### src/rtl/haze_recover_pipe_pkg.sv
`default_nettype none
// ============================================================================
//  Module      : haze_recover_pipe_pkg
//  Description : Shared widths, defaults and the output clamp for the
//                scene-radiance recovery pipeline.
//  Revision    : 1.0 - initial release
// ============================================================================
package haze_recover_pipe_pkg;

  localparam int PIX_W     = 8;            // pixel / t / A width
  localparam int RECIP_W   = 16;           // Q8.8 reciprocal width
  localparam int FRAC_W    = 8;            // fractional bits of reciprocal
  localparam int T_MIN_DEF = 26;           // ~0.1 on the 8-bit t scale
  localparam int NUM_CH    = 3;            // R, G, B
  localparam int DIFF_W    = PIX_W + 1;    // signed I - A
  localparam int PROD_W    = 26;           // signed d * R
  localparam int SUM_W     = 14;           // signed A + (p >>> FRAC_W)

  localparam logic signed [SUM_W-1:0] PIX_MAX = SUM_W'((1 << PIX_W) - 1);

  // Saturate a signed intermediate into the unsigned pixel range.
  function automatic logic [PIX_W-1:0] clamp_u8(input logic signed [SUM_W-1:0] v);
    logic [PIX_W-1:0] res;
    if (v[SUM_W-1]) begin
      res = '0;
    end else if (v > PIX_MAX) begin
      res = '1;
    end else begin
      res = v[PIX_W-1:0];
    end
    return res;
  endfunction

endpackage
`default_nettype wire

### src/rtl/haze_recover_pipe_if.sv
`default_nettype none
// ============================================================================
//  Module      : haze_recover_pipe_if
//  Description : Input and output valid/ready streams of the recovery stage.
//                master = surrounding datapath, slave = recovery stage.
//  Revision    : 1.0 - initial release
// ============================================================================
interface haze_recover_pipe_if;
  import haze_recover_pipe_pkg::*;

  logic             in_valid;
  logic             in_ready;
  logic [PIX_W-1:0] in_r;
  logic [PIX_W-1:0] in_g;
  logic [PIX_W-1:0] in_b;
  logic [PIX_W-1:0] in_t;
  logic [PIX_W-1:0] atm_r;
  logic [PIX_W-1:0] atm_g;
  logic [PIX_W-1:0] atm_b;
  logic             out_valid;
  logic             out_ready;
  logic [PIX_W-1:0] out_r;
  logic [PIX_W-1:0] out_g;
  logic [PIX_W-1:0] out_b;

  modport master (
    output in_valid, in_r, in_g, in_b, in_t, atm_r, atm_g, atm_b, out_ready,
    input  in_ready, out_valid, out_r, out_g, out_b
  );

  modport slave (
    input  in_valid, in_r, in_g, in_b, in_t, atm_r, atm_g, atm_b, out_ready,
    output in_ready, out_valid, out_r, out_g, out_b
  );

endinterface
`default_nettype wire

### src/rtl/haze_recover_pipe_rom.sv
`default_nettype none
// ============================================================================
//  Module      : recip_q8_rom
//  Description : 256 x 16 reciprocal table, entry i = floor(65535 / i),
//                entry 0 = 65535. Registered read with enable.
//  Revision    : 1.0 - initial release
// ============================================================================
module recip_q8_rom
  import haze_recover_pipe_pkg::*;
(
  input  wire logic               clk,
  input  wire logic               rst,
  input  wire logic               en,
  input  wire logic [PIX_W-1:0]   addr,
  output logic      [RECIP_W-1:0] data
);

  localparam int DEPTH   = 1 << PIX_W;
  localparam int NUMER   = (1 << RECIP_W) - 1;

  logic [RECIP_W-1:0] w_table [DEPTH];

  // Table contents are elaboration-time constants; index 0 divides by 1.
  for (genvar i = 0; i < DEPTH; i++) begin : g_entry
    localparam int DIV = (i == 0) ? 1 : i;
    localparam int VAL = NUMER / DIV;
    assign w_table[i] = RECIP_W'(VAL);
  end

  // Synchronous read, advancing with the pipeline.
  always_ff @(posedge clk or posedge rst) begin
    if (rst) begin
      data <= '0;
    end else if (en) begin
      data <= w_table[addr];
    end
  end

endmodule
`default_nettype wire

### src/rtl/haze_recover_pipe.sv
`default_nettype none
// ============================================================================
//  Module      : haze_recover_pipe
//  Description : Scene-radiance recovery J = A + (I - A) * R(t) >> 8 per
//                channel, R = Q8.8 reciprocal of clamped t. Four stages,
//                whole-pipe stall on output backpressure.
//  Revision    : 1.0 - initial release
// ============================================================================
module haze_recover_pipe
  import haze_recover_pipe_pkg::*;
#(
  parameter int T_MIN = T_MIN_DEF
)
(
  input wire logic           clk,
  input wire logic           rst,
  haze_recover_pipe_if.slave bus
);

  localparam logic [PIX_W-1:0] T_MIN_V = PIX_W'(T_MIN);

  logic               w_adv;
  logic [4:1]         r_vld;
  logic [PIX_W-1:0]   r_tc;
  logic [RECIP_W-1:0] w_recip;
  logic [PIX_W-1:0]   w_pix [NUM_CH];
  logic [PIX_W-1:0]   w_atm [NUM_CH];
  logic [PIX_W-1:0]   w_out [NUM_CH];

  // The whole pipe moves as one; it only halts when the output is blocked.
  assign w_adv         = !r_vld[4] || bus.out_ready;
  assign bus.in_ready  = w_adv;
  assign bus.out_valid = r_vld[4];

  assign w_pix[0] = bus.in_r;
  assign w_pix[1] = bus.in_g;
  assign w_pix[2] = bus.in_b;
  assign w_atm[0] = bus.atm_r;
  assign w_atm[1] = bus.atm_g;
  assign w_atm[2] = bus.atm_b;

  assign bus.out_r = w_out[0];
  assign bus.out_g = w_out[1];
  assign bus.out_b = w_out[2];

  // Valid shift register; empty slots travel as bubbles.
  always_ff @(posedge clk or posedge rst) begin
    if (rst) begin
      r_vld <= '0;
    end else if (w_adv) begin
      r_vld <= {r_vld[3:1], bus.in_valid};
    end
  end

  // Stage 1: clamp t so the reciprocal stays bounded.
  always_ff @(posedge clk or posedge rst) begin
    if (rst) begin
      r_tc <= '0;
    end else if (w_adv) begin
      r_tc <= (bus.in_t < T_MIN_V) ? T_MIN_V : bus.in_t;
    end
  end

  // Stage 2: one reciprocal lookup shared by all channels.
  recip_q8_rom u_rom (
    .clk  (clk),
    .rst  (rst),
    .en   (w_adv),
    .addr (r_tc),
    .data (w_recip)
  );

  for (genvar ch = 0; ch < NUM_CH; ch++) begin : g_ch
    logic signed [DIFF_W-1:0] r_d1;
    logic signed [DIFF_W-1:0] r_d2;
    logic signed [PROD_W-1:0] r_p3;
    logic        [PIX_W-1:0]  r_a1;
    logic        [PIX_W-1:0]  r_a2;
    logic        [PIX_W-1:0]  r_a3;
    logic        [PIX_W-1:0]  r_out;
    logic signed [SUM_W-1:0]  w_sum;

    // Arithmetic shift floors the scaled difference; magnitude fits SUM_W.
    assign w_sum = SUM_W'(r_p3 >>> FRAC_W) + $signed(SUM_W'(r_a3));

    // Stages 1..4 of this channel: difference, carry, multiply, add+clamp.
    always_ff @(posedge clk or posedge rst) begin
      if (rst) begin
        r_d1  <= '0;
        r_d2  <= '0;
        r_p3  <= '0;
        r_a1  <= '0;
        r_a2  <= '0;
        r_a3  <= '0;
        r_out <= '0;
      end else if (w_adv) begin
        r_d1  <= $signed({1'b0, w_pix[ch]}) - $signed({1'b0, w_atm[ch]});
        r_a1  <= w_atm[ch];
        r_d2  <= r_d1;
        r_a2  <= r_a1;
        r_p3  <= PROD_W'(r_d2) * $signed({{(PROD_W-RECIP_W){1'b0}}, w_recip});
        r_a3  <= r_a2;
        r_out <= clamp_u8(w_sum);
      end
    end

    assign w_out[ch] = r_out;
  end

endmodule
`default_nettype wire

### src/flat_wrapper.sv
// flat-port wrapper written by rule: the top's interface ports become plain ports
module haze_recover_pipe_flat import haze_recover_pipe_pkg::*;
#(
  parameter int T_MIN = T_MIN_DEF
)
  (clk, rst, bus_in_valid, bus_in_r, bus_in_g, bus_in_b, bus_in_t, bus_atm_r, bus_atm_g, bus_atm_b, bus_out_ready, bus_in_ready, bus_out_valid, bus_out_r, bus_out_g, bus_out_b);
  haze_recover_pipe_if bus_i ();
  input wire logic clk;
  input wire logic rst;
  input wire logic [$bits(bus_i.in_valid)-1:0] bus_in_valid;
  input wire logic [$bits(bus_i.in_r)-1:0] bus_in_r;
  input wire logic [$bits(bus_i.in_g)-1:0] bus_in_g;
  input wire logic [$bits(bus_i.in_b)-1:0] bus_in_b;
  input wire logic [$bits(bus_i.in_t)-1:0] bus_in_t;
  input wire logic [$bits(bus_i.atm_r)-1:0] bus_atm_r;
  input wire logic [$bits(bus_i.atm_g)-1:0] bus_atm_g;
  input wire logic [$bits(bus_i.atm_b)-1:0] bus_atm_b;
  input wire logic [$bits(bus_i.out_ready)-1:0] bus_out_ready;
  output wire logic [$bits(bus_i.in_ready)-1:0] bus_in_ready;
  output wire logic [$bits(bus_i.out_valid)-1:0] bus_out_valid;
  output wire logic [$bits(bus_i.out_r)-1:0] bus_out_r;
  output wire logic [$bits(bus_i.out_g)-1:0] bus_out_g;
  output wire logic [$bits(bus_i.out_b)-1:0] bus_out_b;
  assign bus_i.in_valid = bus_in_valid;
  assign bus_i.in_r = bus_in_r;
  assign bus_i.in_g = bus_in_g;
  assign bus_i.in_b = bus_in_b;
  assign bus_i.in_t = bus_in_t;
  assign bus_i.atm_r = bus_atm_r;
  assign bus_i.atm_g = bus_atm_g;
  assign bus_i.atm_b = bus_atm_b;
  assign bus_i.out_ready = bus_out_ready;
  assign bus_in_ready = bus_i.in_ready;
  assign bus_out_valid = bus_i.out_valid;
  assign bus_out_r = bus_i.out_r;
  assign bus_out_g = bus_i.out_g;
  assign bus_out_b = bus_i.out_b;
  haze_recover_pipe #(.T_MIN(T_MIN)) u_core (.clk(clk), .rst(rst), .bus(bus_i));
endmodule
### config.mk
export PLATFORM = sky130hd
export DESIGN_NAME = haze_recover_pipe_flat
export DESIGN_NICKNAME = d
export VERILOG_FILES = /design/src/rtl/haze_recover_pipe_pkg.sv /design/src/rtl/haze_recover_pipe_if.sv /design/src/rtl/haze_recover_pipe_rom.sv /design/src/rtl/haze_recover_pipe.sv /design/src/flat_wrapper.sv
export SDC_FILE = /design/constraint.sdc
export NUM_CORES = 2
export LEC_CHECK = 0
export CORE_ASPECT_RATIO = 0.9
export CORE_MARGIN = 2
export CORE_UTILIZATION = 35
export CTS_CLUSTER_DIAMETER = 50
export DETAILED_ROUTE_END_ITERATION = 10
export PLACE_DENSITY = 0.52
export SKIP_CTS_REPAIR_TIMING = 1
export SYNTH_ARGS = -nofsm -noshare
export SYNTH_HDL_FRONTEND = slang
export SYNTH_SLANG_ARGS = --single-unit
### constraint.sdc
create_clock -name clk -period 9.1 [get_ports clk]
set_input_delay 1.82 -clock clk [delete_from_list [all_inputs] [get_ports clk]]
set_output_delay 1.82 -clock clk [all_outputs]
set_load 0.02 [all_outputs]
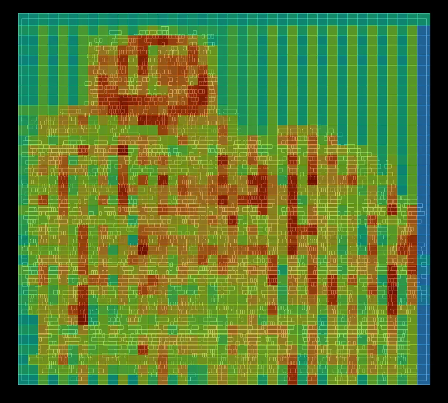
(routing congestion)
total track usage: 18.14%
met1 Resource Use GR: 25.20%

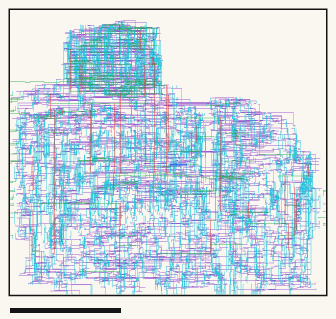
(routed metal, one colour a layer)
The bar under the picture is 100 um long.
M4: drawn in red, wire length 1490 um. M5: drawn in blue, wire length 13.8 um. M2: drawn in cyan, wire length 29.9 mm. M1: drawn in purple, wire length 30.1 mm. M3: drawn in green, wire length 3160 um.

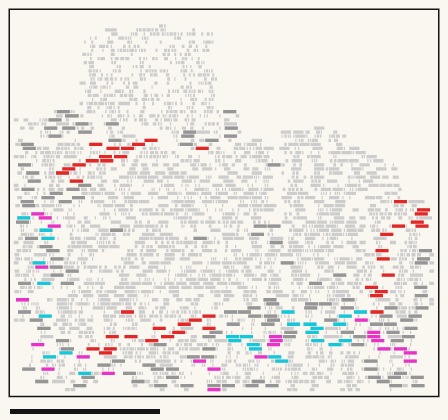
(register map, names as in the netlist)
The bar under the picture is 100 um long. Other sequential cells in the stronger grey, the rest of the logic in the fainter grey.
u_core.g_ch.r_d1: drawn in cyan, sequential cells 27. u_core.g_ch.r_p3: drawn in red, sequential cells 42. u_core.g_ch.r_a2: drawn in magenta, sequential cells 24.
Another 127 sequential cells are not coloured.
register cell area after layout: 5508 um2
Seq area share: 20.04%
Util after Layout: 39.20%

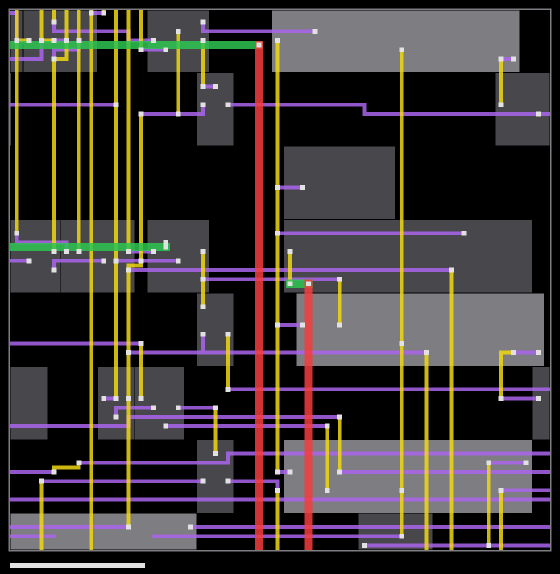
(layout detail)
The bar under the picture is 5 um long. Window x 132 to 152, y 170 to 190 um. Cells in grey, sequential cells in the stronger grey; small squares are vias.
M3: drawn in green. M4: drawn in red. M1: drawn in purple. M2: drawn in yellow.
Sequential cells in the window: 4. 18 logic cells have their middle in the window. Netlist names of flops here include u_core.u_rom.data (4). Most frequent: dfrtp_1 (4), a31oi_1 (3).

[metal layers]
layer | GRT usage [%] | vias to the layer above
met4 | 4.050 | 2
met1 | 25.20 | 10010
li1 | - | 9369
met3 | 2.749 | 84
met2 | 29.79 | 458
met5 | 0 | -
[worst register-to-register path: cells and delay by family, from the launching register on]
| family | cells | cell delay (ns) |
|---|---|---|
| adders and majority gates | 6 | 2.65 |
| DFF | 1 | 0.73 |
| and+or+nand+nor | 3 | 0.25 |
| buffers and inverters | 4 | 0.46 |
| AOI/OAI and AO/OA | 6 | 1.66 |
[logic make-up after synthesis]
group	share of synthesized area, %
buffers and inverters	7.285
adder cells (fa/ha/maj)	33.72
multiplexers	0.5189
AND/OR/NAND/NOR	20.68
AND-OR/OR-AND	13.17
flip-flops	22.17
XOR/XNOR	2.469
==> flow_metrics.tcl <==
# flow metrics
set metrics [dict create \
    number_of_fillers_in_the_final_layout 7120 \
    endpoint_type_of_the_worst_setup_path "output pin" \
    maxCapViolCount 0 \
    cpMostUsedCell "sky130_fd_sc_hd__clkdlybuf4s50_1" \
    critical_path_arrival_ns 4.12 \
    inv_count 291 \
    clock_tree_area_fraction_pct 3.911 \
    floorplanUtilization_pct 35.43 \
    crit_path_max_fanout 76 \
    netlist-cell-type-count 71 \
    hold-path-cell-count 2 \
    slowest_delay_ns 0.73 \
    post_synth_most_frequent_cells "634 x sky130_fd_sc_hd__nand2_1, 297 x sky130_fd_sc_hd__fa_1, 288 x sky130_fd_sc_hd__inv_1" \
    final_design_area_no_fill_um2 27480 \
    most-common-layout-cells "634 x sky130_fd_sc_hd__nand2_1, 297 x sky130_fd_sc_hd__fa_1, 286 x sky130_fd_sc_hd__inv_1" \
    clock_tree.root_cell "sky130_fd_sc_hd__clkbuf_16" \
    detailedRoute.firstIterationViolations 1221 \
    ys_seq_share_pct 22.17 \
    wl_met3_mm 3.157 \
    ff_type "sky130_fd_sc_hd__dfrtp_1" \
    grt_remaining_overflow 0 \
    well_tap_count 940 \
    number_of_warnings_in_the_stage_logs 39 \
    timing.critical_path.from_type "primary input" \
    yosysTopAreaCell "sky130_fd_sc_hd__fa_1" \
    placed_cell_area_um2 26410 \
    vias_per_cell 5.193 \
    via_count_of_the_first_global_routing_pass 21110 \
    synthMostInstantiatedCell "sky130_fd_sc_hd__nand2_1" \
    detail_route.wl_per_cell_um 16.87 \
    max_freq_ghz 0.1684 \
    final.clkbuf_count 40 \
    mostFrequentLayoutCell "sky130_fd_sc_hd__nand2_1" \
    yosysChipArea_um2 24830 \
    setup_total_negative_slack_ns 0 \
    routed-wl-met2_mm 29.94 \
    syn_inst 2906 \
    post_synth_edffs 0 \
    signal_buffer_area_fraction_pct 3.970 \
    hp-start "u_core.g_ch[2].r_a1[0]" \
    worst_hold_path.endpoint "u_core.g_ch[2].r_a2[0]" \
    antenna-diode-count 0 \
    design.final.nets 3422 \
    layout-area-overhead-vs-synth_pct 10.66 \
    reg.largest.list "u_core.g_ch.r_p3 x42, u_core.g_ch.r_d1 x27, u_core.g_ch.r_d2 x27" \
    final_max_slew_viol_count 0 \
    critical_path.endpoint "bus_in_ready" \
    synth.cell_area_um2 24830 \
    dp_hpwl_mm 47.65 \
    cts-htree-levels 1 \
    logic_gate_count 2210 \
    synth_top_area_share_pct 23.94 \
    std_cell_core_area_um2 70100 \
    area_dominant_class "logic gates" \
    cts.clk_slew.worst_paths_ns 0.06 \
    post_route_cells_drive_above_1_share_pct 3.971 \
    yosysCellCount 2906 \
    ant_nets 0 \
    core.rowCount 92 \
    hold_violations 0 \
    synth-warning-count 0 \
    largest_register_ff_count 42 \
    dpl_worst_slack_ns 3.124 \
    port-buffer-count 85 \
    outcome "finished, final reports clean" \
    n_sequential_cell 220 \
]
